===== src/rtl/fork_waiter_if.sv =====
// Bundle of the seat-side signals exchanged between the philosopher ring
// and the central fork waiter.
interface fork_waiter_if #(
  parameter int N = 8
) ();
  localparam int CW = $clog2(N + 1);

  logic [N-1:0]  req;
  logic [N-1:0]  rel;
  logic [N-1:0]  eat;
  logic [N-1:0]  starved;
  logic [CW-1:0] eat_cnt;

  // Ring side: raises hunger and release, watches the grants.
  modport master (
    output req,
    output rel,
    input  eat,
    input  starved,
    input  eat_cnt
  );

  // Waiter side: samples hunger and release, owns the grants.
  modport slave (
    input  req,
    input  rel,
    output eat,
    output starved,
    output eat_cnt
  );
endinterface


===== src/rtl/fork_waiter.sv =====
// Central waiter for an N-seat dining-philosophers ring. Seat i eats with
// forks i and (i+1)%N; both forks are granted together so deadlock cannot
// occur. Grants come from a round-robin scan limited to MAX_EATERS eaters,
// and a seat hungry for AGE_MAX edges becomes starved and moves the scan
// start to itself.
module fork_waiter #(
  parameter int N          = 8,
  parameter int MAX_EATERS = 4,
  parameter int AGE_MAX    = 15
) (
  input  logic         clk,
  input  logic         rst_n,
  fork_waiter_if.slave bus
);
  localparam int PW = $clog2(N);
  localparam int CW = $clog2(N + 1);
  localparam int AW = $clog2(AGE_MAX + 1);

  logic [N-1:0]  eat_q, eat_d;
  logic [N-1:0]  starved_q, starved_d;
  logic [N-1:0]  grant;
  logic [N-1:0]  elig;
  logic [N-1:0]  rel_eff;
  logic [PW-1:0] ptr_q, ptr_d;
  logic [PW-1:0] start_idx;
  logic [PW-1:0] scan_idx;
  logic [PW-1:0] left_idx;
  logic [PW-1:0] right_idx;
  logic [PW-1:0] last_idx;
  logic [PW:0]   scan_sum;
  logic [CW:0]   active_cnt;
  logic [CW-1:0] eat_cnt_q, eat_cnt_d;
  logic [CW-1:0] rel_cnt;
  logic          any_grant;
  logic [AW-1:0] wait_cnt_q [N];
  logic [AW-1:0] wait_cnt_d [N];

  // Releases only count for seats actually eating; eligibility looks at the
  // registered grants so forks freed at this edge are not reused until the next.
  always_comb begin
    rel_eff = bus.rel & eat_q;
    rel_cnt = CW'($countones(rel_eff));
    elig    = '0;
    for (int i = 0; i < N; i++) begin
      elig[i] = bus.req[i] & ~eat_q[i] & ~eat_q[(i + N - 1) % N] & ~eat_q[(i + 1) % N];
    end
  end

  // Scan starts at the lowest-index starved seat, otherwise at the pointer.
  always_comb begin
    start_idx = ptr_q;
    for (int i = N - 1; i >= 0; i--) begin
      if (starved_q[i]) begin
        start_idx = PW'(i);
      end
    end
  end

  // Round-robin scan: grant eligible seats whose neighbours were not already
  // granted in this scan while the eater count stays under the cap.
  always_comb begin
    grant      = '0;
    active_cnt = {1'b0, eat_cnt_q} - {1'b0, rel_cnt};
    last_idx   = ptr_q;
    any_grant  = 1'b0;
    scan_sum   = '0;
    scan_idx   = '0;
    left_idx   = '0;
    right_idx  = '0;
    for (int k = 0; k < N; k++) begin
      scan_sum = {1'b0, start_idx} + (PW + 1)'(k);
      if (scan_sum >= (PW + 1)'(N)) begin
        scan_sum = scan_sum - (PW + 1)'(N);
      end
      scan_idx  = scan_sum[PW-1:0];
      left_idx  = (scan_idx == '0) ? PW'(N - 1) : scan_idx - PW'(1);
      right_idx = (scan_idx == PW'(N - 1)) ? '0 : scan_idx + PW'(1);
      if (elig[scan_idx] && !grant[left_idx] && !grant[right_idx] &&
          (active_cnt < (CW + 1)'(MAX_EATERS))) begin
        grant[scan_idx] = 1'b1;
        active_cnt      = active_cnt + (CW + 1)'(1);
        last_idx        = scan_idx;
        any_grant       = 1'b1;
      end
    end
  end

  // Next grants, pointer, per-seat wait ageing and the derived status outputs.
  always_comb begin
    eat_d     = (eat_q & ~rel_eff) | grant;
    eat_cnt_d = CW'($countones(eat_d));
    ptr_d     = ptr_q;
    if (any_grant) begin
      ptr_d = (last_idx == PW'(N - 1)) ? '0 : last_idx + PW'(1);
    end
    starved_d = '0;
    for (int i = 0; i < N; i++) begin
      if (bus.req[i] && !eat_q[i] && !grant[i]) begin
        wait_cnt_d[i] = (wait_cnt_q[i] == AW'(AGE_MAX)) ? wait_cnt_q[i]
                                                         : wait_cnt_q[i] + AW'(1);
      end else begin
        wait_cnt_d[i] = '0;
      end
      starved_d[i] = (wait_cnt_d[i] == AW'(AGE_MAX));
    end
  end

  // State registers; reset drops every grant and clears all ageing at once.
  always_ff @(posedge clk or negedge rst_n) begin
    if (!rst_n) begin
      eat_q     <= '0;
      starved_q <= '0;
      eat_cnt_q <= '0;
      ptr_q     <= '0;
      for (int i = 0; i < N; i++) begin
        wait_cnt_q[i] <= '0;
      end
    end else begin
      eat_q     <= eat_d;
      starved_q <= starved_d;
      eat_cnt_q <= eat_cnt_d;
      ptr_q     <= ptr_d;
      for (int i = 0; i < N; i++) begin
        wait_cnt_q[i] <= wait_cnt_d[i];
      end
    end
  end

  assign bus.eat     = eat_q;
  assign bus.starved = starved_q;
  assign bus.eat_cnt = eat_cnt_q;

endmodule


===== src/flat_wrapper.sv =====
// flat-port wrapper written by rule: the top's interface ports become plain ports
module fork_waiter_flat 
#(
  parameter int N          = 8,
  parameter int MAX_EATERS = 4,
  parameter int AGE_MAX    = 15
)
  (clk, rst_n, bus_req, bus_rel, bus_eat, bus_starved, bus_eat_cnt);
  fork_waiter_if #(.N(N)) bus_i ();
  input  logic clk;
  input  logic rst_n;
  input wire logic [$bits(bus_i.req)-1:0] bus_req;
  input wire logic [$bits(bus_i.rel)-1:0] bus_rel;
  output wire logic [$bits(bus_i.eat)-1:0] bus_eat;
  output wire logic [$bits(bus_i.starved)-1:0] bus_starved;
  output wire logic [$bits(bus_i.eat_cnt)-1:0] bus_eat_cnt;
  assign bus_i.req = bus_req;
  assign bus_i.rel = bus_rel;
  assign bus_eat = bus_i.eat;
  assign bus_starved = bus_i.starved;
  assign bus_eat_cnt = bus_i.eat_cnt;
  fork_waiter #(.N(N), .MAX_EATERS(MAX_EATERS), .AGE_MAX(AGE_MAX)) u_core (.clk(clk), .rst_n(rst_n), .bus(bus_i));
endmodule

===== config.mk =====
export PLATFORM = sky130hd
export DESIGN_NAME = fork_waiter_flat
export DESIGN_NICKNAME = d
export VERILOG_FILES = /design/src/rtl/fork_waiter_if.sv /design/src/rtl/fork_waiter.sv /design/src/flat_wrapper.sv
export SDC_FILE = /design/constraint.sdc
export NUM_CORES = 1
export LEC_CHECK = 0
export CAP_MARGIN = 20
export CELL_PAD_IN_SITES_DETAIL_PLACEMENT = 1
export CELL_PAD_IN_SITES_GLOBAL_PLACEMENT = 2
export CORE_ASPECT_RATIO = 0.9
export CORE_MARGIN = 1.5
export CORE_UTILIZATION = 41
export CTS_BUF_LIST = sky130_fd_sc_hd__clkbuf_4
export CTS_CLUSTER_SIZE = 8
export DETAILED_ROUTE_END_ITERATION = 10
export GPL_TIMING_DRIVEN = 0
export HOLD_SLACK_MARGIN = 0.15
export PLACE_DENSITY = 0.95
export RECOVER_POWER = 100
export SETUP_SLACK_MARGIN = 0.2
export SKIP_LAST_GASP = 1
export SLEW_MARGIN = 25
export SYNTH_ARGS = -nofsm -noshare
export SYNTH_HDL_FRONTEND = slang
export SYNTH_SLANG_ARGS = --single-unit

===== constraint.sdc =====
create_clock -name clk -period 26.5 [get_ports clk]
set_input_delay 2.65 -clock clk [delete_from_list [all_inputs] [get_ports clk]]
set_output_delay 2.65 -clock clk [all_outputs]
set_load 0.1 [all_outputs]

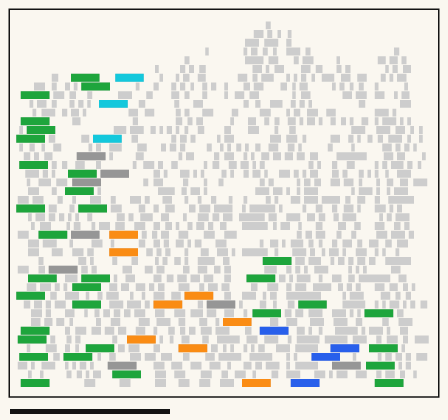
Figure 1: run 1, where the registers sit.
Bar = 50 µm.
| netlist name | colour | placed flops |
|---|---|---|
| u_core.bus.eat_cnt | blue | 4 |
| u_core.ptr_q | cyan | 3 |
| u_core.bus.eat | orange | 8 |
| u_core.wait_cnt_q | green | 32 |
final cell utilization of the core: 46.84%
sequential share of cell area: 19.83%
Reg area: 0.001376 mm²

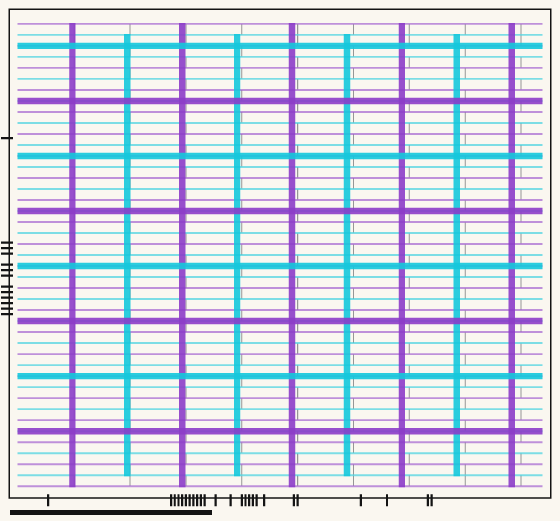
Figure 2: run 1, PDN straps and rails.
Bar = 50 µm. Pins as bars on the die edge. Tap cells in grey.
| net | colour |
|---|---|
| VSS | purple |
| VDD | cyan |
tap cells: 198
signal pins: 38
rows: 42
met4 straps: 9
met1 rails: 43
chip width: 133.4 µm
Core Footprint: 0.01482 mm²

==> summary.txt, run 1 <==
Implementation status.

- The destination of the worst hold path is u_core.bus.starved[5].
- The final-report max-slew violation count is 58.
- The dominant cell type by count on the critical path is ha_1.
- In this run the cell area of the synthesized design comes to 0.006277 mm².
- The registers of the reported paths see a clock transition of 0.16 ns.
- The worst path meets setup with 9.572 ns of slack.
- The clock sink count is 55.
- The number of nets with antenna violations after routing is 0.
- The first routing iteration left 541 violations.
- The number of endpoints failing setup at the final stage is 0.
- The count of TritonRoute iterations in the first routing pass is 6.
- Gates resized during post-CTS repair numbered 0.
- The count of endpoints failing hold in the final timing report is 0.
- The mean instance size in the synthesized netlist is 8.206 µm².
- The final reports fail on capacitance limit, slew limit.
- The type of the worst setup path is input pin to flop.
- The initial antenna violation count is 0.
- The worst register-to-register path has a depth of 46.
- The main kind of combinational logic by area is simple AND/OR/NAND/NOR gates.
- Per the post-place timing report, worst setup slack is 10.90 ns.
- After floorplanning, the core was divided into 42 placement rows.
- The number of storage elements in the synthesis netlist is 55.
- The routed design uses 10,420 µm of met2 wire.
- The kind of end point of the critical path is a flop.
- The arrival time at the worst endpoint is 17.24 ns.
- The detailed-route wire length per cell is 22.53 µm.
- All stages included, the depth of the critical timing path comes to 47.
- Counting the fill cells in the layout gives 1,882.
- The synthesized netlist devotes 25.47% of its cell area to compound gates.
- The fraction of the mapped netlist area in simple logic gates is 25.99%.
- The normalized max-slew margin is -6.171%.
- The max-capacitance violation count is 2.
- The end of the worst register-to-register path is u_core.bus.eat_cnt[2].
- The proportion of synthesized area in mux cells is 6.637%.
- In the global route stage, met3 resource usage came out at 4.654%.
- The arithmetic-cell share of the synthesized area counting full adders, half adders and majority gates is 12.24%.
- Per the detailed placement report, the placed cell area equals 0.006922 mm².
- At the end of the flow, the number of nets in the layout was 884.
- The largest net degree at the start of global routing is 30.
- Setup repair after global routing left no endpoint under its margin.
- The instance count after placement with tap cells included is 1,001.
- The global-route track usage on met1 is 39.40%.
- The post-route minimum period is 16.93 ns.
- The post-CTS hold buffer count recorded in the log is 0.
- The proportion of register bits with asynchronous set or reset after synthesis is 100.0%.
- The routing usage on met2 is 46.66%.
- For the worst min-delay path, the startpoint reported by OpenROAD is u_core.wait_cnt_q[11].
- For reference, the critical path is captured by u_core.bus.eat_cnt[2].
- The area share of the leading cell type in the synthesized netlist is 21.93%.
- The count of warnings emitted by yosys is 0.
- The run finished, with violations left.
- The tally of unique sky130hd cells used after synthesis is 91.
- When the netlist entered floorplanning its net count stood at 839.
- Summing over every cut layer, the via total after detailed routing is 6,471.
- The busiest layer in global routing is met2.
- The number of setup buffers added after CTS is 0.
- The deepest clock path buffer count is 2.
- The overall global routing resource usage is 28.94%.
- The multi-input combinational cell area is 0.004538 mm².
- The wire length of the first global-routing pass is 36,730 µm.
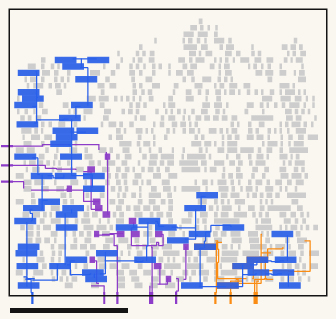
Figure 3: run 1, I/O nets highlighted.
Bar = 50 µm.
| port | colour | bits | direction | edge | end cells | buffers | wire |
|---|---|---|---|---|---|---|---|
| rst_n | blue | 1 | input | south | 55 | 2 | 473 µm |
| bus_eat_cnt | orange | 4 | output | south | 4 | 4 | 189 µm |
| bus_req | purple | 8 | input | 5 south, 3 west | 15 | 8 | 322 µm |
number of buffer cells added on primary ports: 37
number of top-level pins: 38

[run 1: cells in the final DEF, fill, tap and decap left out, drive strengths merged, types with 16 or more instances in the layout]
master,instances
a21oi,38
a31oi,16
clkbuf,30
dfrtp,55
dlygate4sd3,21
ha,47
inv,52
mux2i,18
nand2,53
nand2b,17
nand3,38
nor2,63
nor3,37
nor4,17
o21ai,45
[run 1: registers in the layout (all words and copies together) (netlist names)]
name	flops
u_core.wait_cnt_q	32
u_core.bus.eat	8
u_core.ptr_q	3
u_core.bus.starved	8
u_core.bus.eat_cnt	4
[run 1: cell type report]
cell class	instances	share of cell area, %
clock inverter	2	0.5948
buffer	32	2.037
clock buffer	5	0.5407
multi-input combinational	627	65.37
tap	198	3.569
sequential	55	19.83
timing repair buffer	38	5.299
inverter	51	2.758
Figure 4. Cell area per tile (run 1).
Bar = 50 µm. 13 x 12 tiles, from white (low) to dark blue (high), 0 to 100% covered.
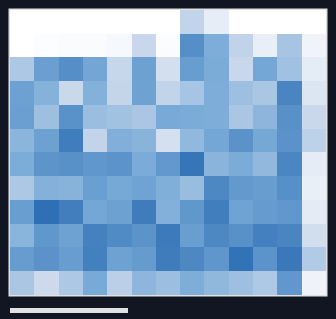

--- run 2 (diff from run 1) ---
CORE_UTILIZATION = 34   (was 41)
PLACE_DENSITY = 0.89   (was 0.95)
clock period = 14.6 ns   (was 26.5 ns; I/O delays follow)
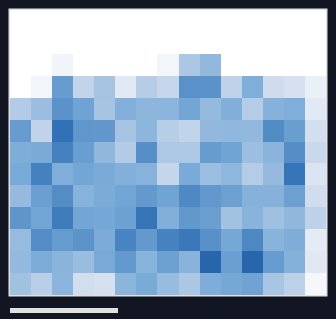
Figure 5: run 2, cell area per tile.
Bar = 50 µm. 15 x 13 tiles, from white (low) to dark blue (high), 0 to 100% covered.
fullest tile: 78%
mean over tiles: 35%
tiles over 75% full: 1.0%
nearly empty tiles: 22%
Init Core Util: 35.18%
Core Footprint: 0.01784 mm²
final cell utilization of the core: 39.51%

==> run 2 against run 1 <==
The flow still finishes with violations (capacitance limit, slew limit). Clock-buffer cell count unchanged. Register-to-register slack worse by 9.9 ns. Worst setup slack worse by 8.6 ns. Flip-flop count unchanged. Area after synthesis unchanged. Sequential share of layout area down 0.30 points. Largest cell class unchanged.
==> summary.txt, run 2 <==
Implementation status.

- The last element of the critical path is u_core.bus.eat_cnt[2] (unchanged).
- The synthesized netlist net count came to 839 (unchanged).
- The dominant cell type by count on the critical path is ha_1 (unchanged).
- The layout clock buffer count was 5 (unchanged).
- The count of warnings emitted by yosys is 0 (unchanged).
- The total number of multi-input combinational cells was 627 (unchanged).
- The end of the worst register-to-register path is u_core.bus.eat_cnt[2] (unchanged).
- Outcome: finished, violations left (unchanged).
- The multi-input logic portion of the cell area is 64.91% (was 65.37%).
- The layout sequential cell count was 55 (unchanged).
- The largest cell class by area is logic gates (unchanged).
- The arithmetic-cell share of the synthesized area counting full adders, half adders and majority gates is 12.24% (unchanged).
- The non-clock buffer total of the final layout is 70 (unchanged).
- The netlist area before placement came to 0.006277 mm² (unchanged).
- The number of endpoints failing setup at the final stage came to 0 (unchanged).
- Violations in the final reports: capacitance limit, slew limit (unchanged).
- The worst reg2reg path depth is 41 (was 46).
- The number of setup buffers added after CTS came to 0 (unchanged).
- The number of nets with antenna violations after routing is 0 (unchanged).
- The multi-input combinational cell area is 0.004576 mm² (was 0.004538 mm²).
- The chip width is 146.2 µm (was 133.4 µm).
- The max-capacitance violation count is 1 (was 2).
- The wire length of the first global-routing pass is 35,380 µm (was 36,730 µm).
- The overall global routing resource usage is 22.91% (was 28.94%).
- The clock sink count is 55 (unchanged).
- The proportion of synthesized area in mux cells is 6.637% (unchanged).
- The commonest non-fill, non-tap cell in the layout is nor2_1 (unchanged).
- The largest net degree at the start of global routing is 52 (was 30).
- The kind of end point of the critical path was a flop (unchanged).
- The number of storage elements in the synthesis netlist is 55 (unchanged).
- The number of standard-cell rows in the floorplan is 46 (was 42).
- The instance count after placement with tap cells included is 1,043 (was 1,001).
- The post-CTS resize count is 0 (unchanged).
- The detailed-route wire length per cell came to 20.99 µm (was 22.53 µm).
- The count of TritonRoute iterations in the first routing pass is 4 (was 6).
- The layout net count is 884 (unchanged).
- The final-report max-slew violation count is 52 (was 58).
- The mean instance size in the synthesized netlist is 8.206 µm² (unchanged).
- The tally of unique sky130hd cells used after synthesis is 91 (unchanged).
- Top logic cells by instance count in the layout: nor2_1 (63), dfrtp_1 (55), nand2_1 (52) (unchanged).
- The layout buffering overhead excluding clock cells is 7.277% (was 7.336%).
- The destination of the worst hold path is u_core.bus.starved[5] (unchanged).
- The startpoint of the tightest hold check path is u_core.wait_cnt_q[11] (unchanged).
- The post-CTS clock slew at the launch and capture registers of the worst setup and hold paths is 0.18 ns (was 0.16 ns).
- The number of design-rule violations left by the first detailed-router iteration is 411 (was 541).
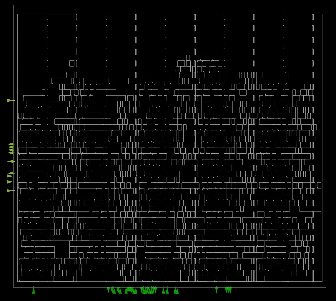
Figure 6: run 2, cell placement.
sequential share of cell area: 19.52%
fill cell count: 2,192
Final Non-Filler Cells: 1,051

[run 2: metal layers]
layer / vias to the layer above / GRT usage [%] / part of all wire, %
li1: 2965 / - / -
met2: 181 / 35.57 / 44
met1: 3193 / 33.53 / 49
met3: 27 / 3.080 / 5.2
met5: - / 0 / 0
met4: 0 / 5.387 / 1.8
[run 2: critical path, delay by kind of cell]
| kind | cells | cell delay, ns |
|---|---|---|
| compound gates | 9 | 3.22 |
| mux | 1 | 0.46 |
| simple gates | 11 | 2.75 |
| xor+xnor | 1 | 0.37 |
| buf+inv | 8 | 1.18 |
| fa+ha+maj | 13 | 4.43 |
Figure 7. I/O nets highlighted (run 2).
Bar = 50 µm.
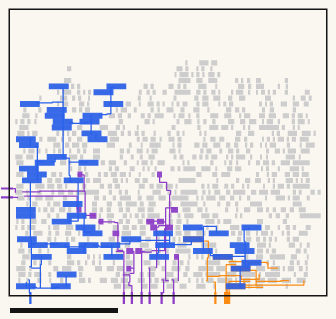

--- run 3 (diff from run 2) ---
ABC_CLOCK_PERIOD_IN_PS = 14600   (was not set)
PLACE_DENSITY = 0.83   (was 0.89)
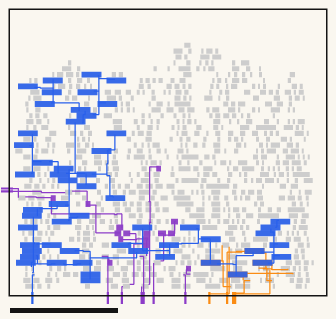
Figure 8: run 3, I/O nets highlighted.
Bar = 50 µm.
| port | colour | bits | direction | edge | end cells | buffers | wire |
|---|---|---|---|---|---|---|---|
| bus_req | purple | 8 | input | 6 south, 2 west | 15 | 8 | 358 µm |
| rst_n | blue | 1 | input | south | 55 | 2 | 486 µm |
| bus_eat_cnt | orange | 4 | output | south | 4 | 4 | 197 µm |

==> run 3 against run 2 <==
The flow still finishes with violations (capacitance limit, slew limit). Worst hold slack got worse by 0.026 ns. Cell count hardly changed. Synthesized cell count unchanged. Highest routed layer unchanged. First-iteration DRC count increased by 8.5%. Flip-flop count unchanged.
==> summary.txt, run 3 <==
Implementation status.

- The total core area is 0.01784 mm² (unchanged).
- The count of warnings emitted by yosys was 0 (unchanged).
- The post-layout instance count excluding filler cells came to 1,050 (was 1,051).
- The worst reg2reg path depth was 42 (was 41).
- The layout clock buffer count is 5 (unchanged).
- The number of storage elements in the synthesis netlist is 55 (unchanged).
- The worst path setup slack after routing is 0.9387 ns (was 1.006 ns).
- The number of placed I/O pins is 38 (unchanged).
- The class of the most critical hold timing path is flop to flop (unchanged).
- The overall global routing resource usage came to 23.63% (was 22.91%).
- The standard cell area after detailed placement is 0.006974 mm² (was 0.006987 mm²).
- The met3 routing resource usage after global routing is 2.941% (was 3.080%).
- The summed negative setup slack over all endpoints is 0 ns (unchanged).
- The number of nets with antenna violations after routing is 0 (unchanged).
- The chip width came to 146.2 µm (unchanged).
- The multi-input combinational cell area came to 0.004559 mm² (was 0.004576 mm²).
- The max-capacitance violation count was 1 (unchanged).
- The sequential cell area in the final layout came to 0.001376 mm² (unchanged).
- RSZ-0062 raised after global routing: no (unchanged).
- The last element of the critical path is u_core.bus.eat_cnt[2] (unchanged).
- The count of endpoints failing hold in the final timing report is 0 (unchanged).
- The post-CTS clock slew at the launch and capture registers of the worst setup and hold paths was 0.18 ns (about the same).
- The proportion of register bits with asynchronous set or reset after synthesis is 100.0% (unchanged).
- The detailed-route wire length per cell is 22.13 µm (was 20.99 µm).
- The multi-input logic portion of the cell area came to 64.96% (was 64.91%).
- Violations in the final reports: capacitance limit, slew limit (unchanged).
- The met2 layer wire length in the routed design is 10,800 µm (was 9731 µm).
- The synthesized netlist net count is 839 (unchanged).
- The type of the worst setup path is input pin to flop (unchanged).
- The largest net degree at the start of global routing was 34 (was 52).
- The busiest layer in global routing is met2 (unchanged).
- The commonest non-fill, non-tap cell in the layout is nor2_1 (unchanged).
- The global-route track usage on met1 is 32.66% (was 33.53%).
- The clock network area share came to 1.123% (was 1.313%).
- The startpoint of the tightest hold check path is u_core.wait_cnt_q[11] (unchanged).
- Top logic cells by instance count in the layout: nor2_1 (63), dfrtp_1 (55), nand2_1 (52) (unchanged).
- The dominant cell type by count on the critical path is ha_1 (unchanged).
- The share of post-route cells with drive strength above 1 was 7.531% (was 7.891%).
- The destination of the worst hold path is u_core.bus.starved[5] (unchanged).
- The initial antenna violation count is 0 (unchanged).
- The non-clock buffer total of the final layout is 70 (unchanged).
- The detailed-routed wire length on met3 was 1187 µm (was 1154 µm).
- The most flop-heavy register is u_core.wait_cnt_q (unchanged).
- The synthesized instance count was 765 (unchanged).
- The mean instance size in the synthesized netlist is 8.206 µm² (unchanged).
- The final core area utilization is 39.34% (was 39.51%).
- Outcome: finished, violations left (unchanged).
- The count of TritonRoute iterations in the first routing pass is 5 (was 4).
- The number of port buffers is 37 (unchanged).
- The layout sequential cell count was 55 (unchanged).
- The final-report max-slew violation count is 34 (was 52).
- The clock sink count is 55 (unchanged).
- The kind of end point of the critical path is a flop (unchanged).
- The count of inverters other than clock inverters in the layout is 51 (unchanged).
- The flop share of the area was 19.61% (was 19.52%).
- The post-CTS resize count is 0 (unchanged).
- The layout buffering overhead excluding clock cells came to 7.308% (was 7.277%).
- The number of vias in the routed layout is 6,437 (was 6,366).
- The clock root buffer was clkbuf_4 (unchanged).
- The instance count after placement with tap cells included is 1,043 (unchanged).
- The tally of unique sky130hd cells used after synthesis came to 91 (unchanged).
- The placement-stage worst setup slack came to 0.3036 ns (was 0.09170 ns).
- The area share of the leading cell type in the synthesized netlist is 21.93% (unchanged).
- The final instance area was 0.007019 mm² (was 0.007049 mm²).
- The largest cell class by area was logic gates (unchanged).
- The wire length on met1 is 10,770 µm (was 10,780 µm).
- The end of the worst register-to-register path was u_core.bus.eat_cnt[2] (unchanged).
- The routing usage on met2 is 39.10% (was 35.57%).
- The number of setup buffers added after CTS was 0 (unchanged).
- The netlist area before placement is 0.006277 mm² (unchanged).
- The depth of the worst hold-timing path is 2 (unchanged).
- The number of flip-flops under the largest register name came to 32 (unchanged).
- The number of design-rule violations left by the first detailed-router iteration was 446 (was 411).
- The pre-placement core utilization was 35.18% (unchanged).
- The layout net count is 884 (unchanged).
- The deepest clock path buffer count is 2 (unchanged).
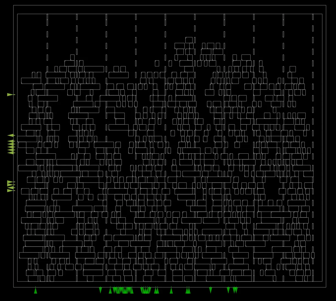
Figure 9: run 3, cell placement.
number of tap cells added at floorplan: 240
number of cell rows: 46
fill cell count: 2,184

run 3: worst max-delay path: cells and delay by family:
kind / cells / cell delay (ns)
AND/OR/NAND/NOR: 13 / 3.36
AND-OR/OR-AND: 6 / 2.28
multiplexers: 1 / 0.46
adder cells (fa/ha/maj): 13 / 4.37
XOR/XNOR: 1 / 0.30
buffers and inverters: 9 / 1.72
run 3: logic make-up (layout without fill, tap and decap cells):
kind of cell / after synthesis / after routing / share of synthesized area (%)
buffers and inverters: 83 / 128 / 5.362
muxes: 33 / 33 / 6.637
AOI/OAI and AO/OA: 215 / 215 / 25.47
xor gates and xnor gates: 17 / 17 / 2.372
adders and majority gates: 56 / 56 / 12.24
DFF: 55 / 55 / 21.93
and+or+nand+nor: 306 / 306 / 25.99
